`src/rtl/q2_panel_ctrl.sv`:
```
// q2_panel_ctrl: front-panel switch synchroniser/debouncer and deposit / PC-increment / run-halt sequencer.
// Optional build macro Q2_PANEL_STEP_EN adds step_sw and a single-instruction STEPPING state.
module q2_panel_ctrl #(
    parameter int DEBOUNCE_CYCLES = 1000,
    parameter int CNT_W           = 16
) (
    input  logic        clk,
    input  logic        rst,
    input  logic [11:0] sw,
    input  logic        dep_sw,
    input  logic        incp_sw,
    input  logic        start_sw,
    input  logic        stop_sw,
`ifdef Q2_PANEL_STEP_EN
    input  logic        step_sw,
`endif
    input  logic        cpu_fetch,
    input  logic        cpu_halt,
    input  logic        mem_wr_ack,
    output logic        mem_wr_req,
    output logic [11:0] mem_wdata,
    output logic        pc_inc,
    output logic        cpu_en,
    output logic        run
);

    localparam int IDX_DEP   = 0;
    localparam int IDX_INCP  = 1;
    localparam int IDX_START = 2;
    localparam int IDX_STOP  = 3;
`ifdef Q2_PANEL_STEP_EN
    localparam int IDX_STEP  = 4;
    localparam int NSW       = 5;
`else
    localparam int NSW       = 4;
`endif

    typedef enum logic [2:0] {
        S_HALT,
        S_DEP_WR,
        S_DEP_INC,
        S_INCP,
        S_RUN,
        S_STOPPING
`ifdef Q2_PANEL_STEP_EN
        , S_STEPPING
`endif
    } state_t;

    logic [NSW-1:0] raw_sw;
    logic [NSW-1:0] deb_lvl;
    logic [NSW-1:0] deb_dly_q;
    logic [NSW-1:0] press;
    logic [11:0]    sw_s1_q;
    logic [11:0]    sw_s2_q;

`ifdef Q2_PANEL_STEP_EN
    assign raw_sw = {step_sw, stop_sw, start_sw, incp_sw, dep_sw};
`else
    assign raw_sw = {stop_sw, start_sw, incp_sw, dep_sw};
`endif

    // Per switch: 2-FF synchroniser, then a counter that must see the new level
    // for DEBOUNCE_CYCLES consecutive cycles before the debounced level follows.
    generate
        for (genvar gi = 0; gi < NSW; gi++) begin : g_deb
            logic             sync1_q;
            logic             sync2_q;
            logic             lvl_q;
            logic [CNT_W-1:0] cnt_q;

            always_ff @(posedge clk or posedge rst) begin
                if (rst) begin
                    sync1_q <= 1'b0;
                    sync2_q <= 1'b0;
                    lvl_q   <= 1'b0;
                    cnt_q   <= '0;
                end else begin
                    sync1_q <= raw_sw[gi];
                    sync2_q <= sync1_q;
                    if (sync2_q == lvl_q) begin
                        cnt_q <= '0;
                    end else if (cnt_q == CNT_W'(DEBOUNCE_CYCLES - 1)) begin
                        lvl_q <= sync2_q;
                        cnt_q <= '0;
                    end else begin
                        cnt_q <= cnt_q + 1'b1;
                    end
                end
            end

            assign deb_lvl[gi] = lvl_q;
        end
    endgenerate

    assign press = deb_lvl & ~deb_dly_q;

    always_ff @(posedge clk or posedge rst) begin
        if (rst) begin
            deb_dly_q <= '0;
            sw_s1_q   <= '0;
            sw_s2_q   <= '0;
        end else begin
            deb_dly_q <= deb_lvl;
            sw_s1_q   <= sw;
            sw_s2_q   <= sw_s1_q;
        end
    end

    logic   stop_lvl;
    logic   start_ev;
    logic   dep_ev;
    logic   incp_ev;
    logic   stop_ev;
`ifdef Q2_PANEL_STEP_EN
    logic   step_ev;
    logic   step_seen_q;
    assign step_ev = press[IDX_STEP];
`endif

    assign stop_lvl = deb_lvl[IDX_STOP];
    assign stop_ev  = press[IDX_STOP];
    assign start_ev = press[IDX_START];
    assign dep_ev   = press[IDX_DEP];
    assign incp_ev  = press[IDX_INCP];

    state_t      state_q;
    logic        mem_wr_req_q;
    logic [11:0] mem_wdata_q;
    logic        pc_inc_q;
    logic        cpu_en_q;
    logic        run_q;

    // Outputs are assigned together with each state transition so they always
    // reflect the state being entered; presses outside HALT simply fall through.
    always_ff @(posedge clk or posedge rst) begin
        if (rst) begin
            state_q      <= S_HALT;
            mem_wr_req_q <= 1'b0;
            mem_wdata_q  <= '0;
            pc_inc_q     <= 1'b0;
            cpu_en_q     <= 1'b0;
            run_q        <= 1'b0;
`ifdef Q2_PANEL_STEP_EN
            step_seen_q  <= 1'b0;
`endif
        end else begin
            pc_inc_q <= 1'b0;
            case (state_q)
                S_HALT: begin
                    if (start_ev && !stop_lvl) begin
                        state_q  <= S_RUN;
                        run_q    <= 1'b1;
                        cpu_en_q <= 1'b1;
`ifdef Q2_PANEL_STEP_EN
                    end else if (step_ev) begin
                        state_q     <= S_STEPPING;
                        cpu_en_q    <= 1'b1;
                        step_seen_q <= 1'b0;
`endif
                    end else if (dep_ev) begin
                        state_q      <= S_DEP_WR;
                        mem_wr_req_q <= 1'b1;
                        mem_wdata_q  <= sw_s2_q;
                    end else if (incp_ev) begin
                        state_q  <= S_INCP;
                        pc_inc_q <= 1'b1;
                    end
                end
                S_DEP_WR: begin
                    if (mem_wr_ack) begin
                        state_q      <= S_DEP_INC;
                        mem_wr_req_q <= 1'b0;
                        pc_inc_q     <= 1'b1;
                    end
                end
                S_DEP_INC, S_INCP: begin
                    state_q <= S_HALT;
                end
                S_RUN: begin
                    if (cpu_halt) begin
                        state_q  <= S_HALT;
                        run_q    <= 1'b0;
                        cpu_en_q <= 1'b0;
                    end else if (stop_lvl || stop_ev) begin
                        state_q <= S_STOPPING;
                    end
                end
                S_STOPPING: begin
                    if (cpu_fetch || cpu_halt) begin
                        state_q  <= S_HALT;
                        run_q    <= 1'b0;
                        cpu_en_q <= 1'b0;
                    end
                end
`ifdef Q2_PANEL_STEP_EN
                // The first fetch begins the stepped instruction; the next one ends it.
                S_STEPPING: begin
                    if (cpu_halt || (cpu_fetch && step_seen_q)) begin
                        state_q  <= S_HALT;
                        cpu_en_q <= 1'b0;
                    end else if (cpu_fetch) begin
                        step_seen_q <= 1'b1;
                    end
                end
`endif
                default: begin
                    state_q      <= S_HALT;
                    mem_wr_req_q <= 1'b0;
                    run_q        <= 1'b0;
                    cpu_en_q     <= 1'b0;
                end
            endcase
        end
    end

    assign mem_wr_req = mem_wr_req_q;
    assign mem_wdata  = mem_wdata_q;
    assign pc_inc     = pc_inc_q;
    assign cpu_en     = cpu_en_q;
    assign run        = run_q;

endmodule

```
`config.mk`:
```
export PLATFORM = sky130hd
export DESIGN_NAME = q2_panel_ctrl
export DESIGN_NICKNAME = d
export VERILOG_FILES = /design/src/rtl/q2_panel_ctrl.sv
export SDC_FILE = /design/constraint.sdc
export NUM_CORES = 1
export LEC_CHECK = 0
export CAP_MARGIN = 40
export CORE_AREA = 2 2 94 96
export DETAILED_ROUTE_END_ITERATION = 10
export DIE_AREA = 0 0 96 98
export PLACE_DENSITY = 0.81
export SETUP_SLACK_MARGIN = 0.3
export SYNTH_ARGS = -nofsm -noshare
export SYNTH_HDL_FRONTEND = slang
export SYNTH_SLANG_ARGS = --single-unit
```
`constraint.sdc`:
```
create_clock -name clk -period 6.9 [get_ports clk]
set_input_delay 1.38 -clock clk [delete_from_list [all_inputs] [get_ports clk]]
set_output_delay 1.38 -clock clk [all_outputs]
set_load 0.1 [all_outputs]
```
### M2 wires

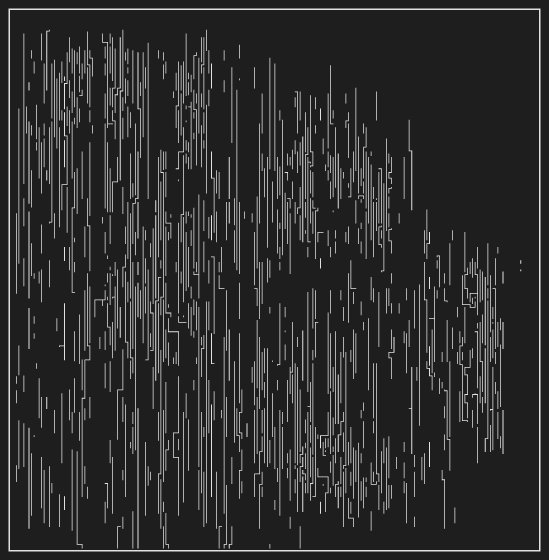
wire length on this layer: 4,910 microns
longest straight run: 40.1 microns
main direction: vertical
share of all routed wire: 50%

### M4 wires

Scale bar: 20 microns. Supply wires on this layer in gray. Cells faint in the background.
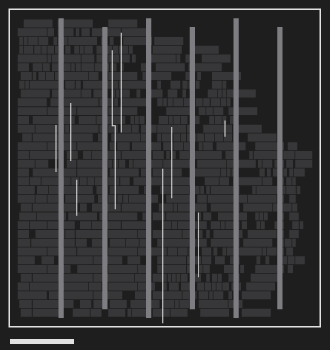
longest straight run: 47.6 microns
share of all routed wire: 2.2%
main direction: vertical
routed via count: 3,431
Routed WL: 9770 microns

==> Changelog: implementation <==
### Metrics

- Outcome: finished, final reports clean
- Yosys stat chip area: 4960 sq um
- Num CTS Buffers: 17
- Post-route worst setup slack: 3.82 ns
- Cell type with the largest total area: dfrtp_1
- Non-clock buffering overhead in the final layout: 9.74%
- Filler cell count: 507
- Routed length on met3: 404 microns
- Number of antenna violations at the first check in global routing: 0
- Placed cell count: 579
- Number of setup buffers added after CTS: 0
- Number of nets in the synthesized netlist: 454
- Cell class with the largest area share: sequential cells
- Synth Register Bits: 121
- Post-CTS clock slew at the launch and capture registers of the worst setup and hold paths: 0.06 ns
- Mux contribution to synthesized area: 3.93%
- Tapcells: 108
- Worst Hold Slack: 0.345 ns
- Switch Pwr: 0.000370 W
- Aggregate global-route resource usage: 23.1%
- Biggest register: g_deb.cnt_q
- Top Family by Delay on Critical Path: buffers and inverters
- Fraction of final layout cells with drive strength greater than 1: 14.3%
- Vias in the first global route: 3,472
- Detailed-router iteration count before antenna repair: 4
- Relative slew slack: 43.2%
- Hold buffers post-CTS: 0
- List of most frequent post-synthesis cells: 121 x dfrtp_1, 69 x nor2_1, 43 x xnor2_1, 21 x nand2_1, 20 x nor4_1
- Critical path depth in cells: 2
- Gate power share: 2.7%
- Slowest cell on the critical path: clkdlybuf4s50_1
- Maximum fanout encountered on the critical timing path: 4
- Clock Sinks: 121
- Tool warning count: 26
- Inserted Diodes: 0
- Detail Route Antenna Nets: 0
- Clock network latency to the later pin of the worst-skew pair: 0.51 ns
- Largest voltage drop on the vdd net: 0.260 mV
- Clock Buffer Count: 18
- Wire per inst: 16.0 microns
- Worst-case reg-to-reg path depth: 4
- Die area: 9410 sq um
- Post-synthesis sequential area ratio: 61.0%
- Count of cells along the worst hold path: 0
- Worst reg2reg path endpoint: g_deb[3].cnt_q[8]
- First-iteration detailed-routing DRC count: 199
- Depth of the CTS H-tree: 4
- Registers: 121
- Post-place setup slack: 3.74 ns
- Top cell type's share of synthesized area: 61.0%
- Clock group: 0.000866 W
- Area growth syn-to-layout: 25.8%
- Switching Fraction: 22.5%
- Num rows: 34
- Maximum achievable frequency: 324 MHz
- Synth Cell Area: 4960 sq um
- Setup Total Neg Slack: 0 ns
- CP Launch Type: flop
- Wire length of the first global-routing pass: 16,600 microns
- Register fraction of the total cell area: 48.5%
Power and IR drop assume default switching activity.
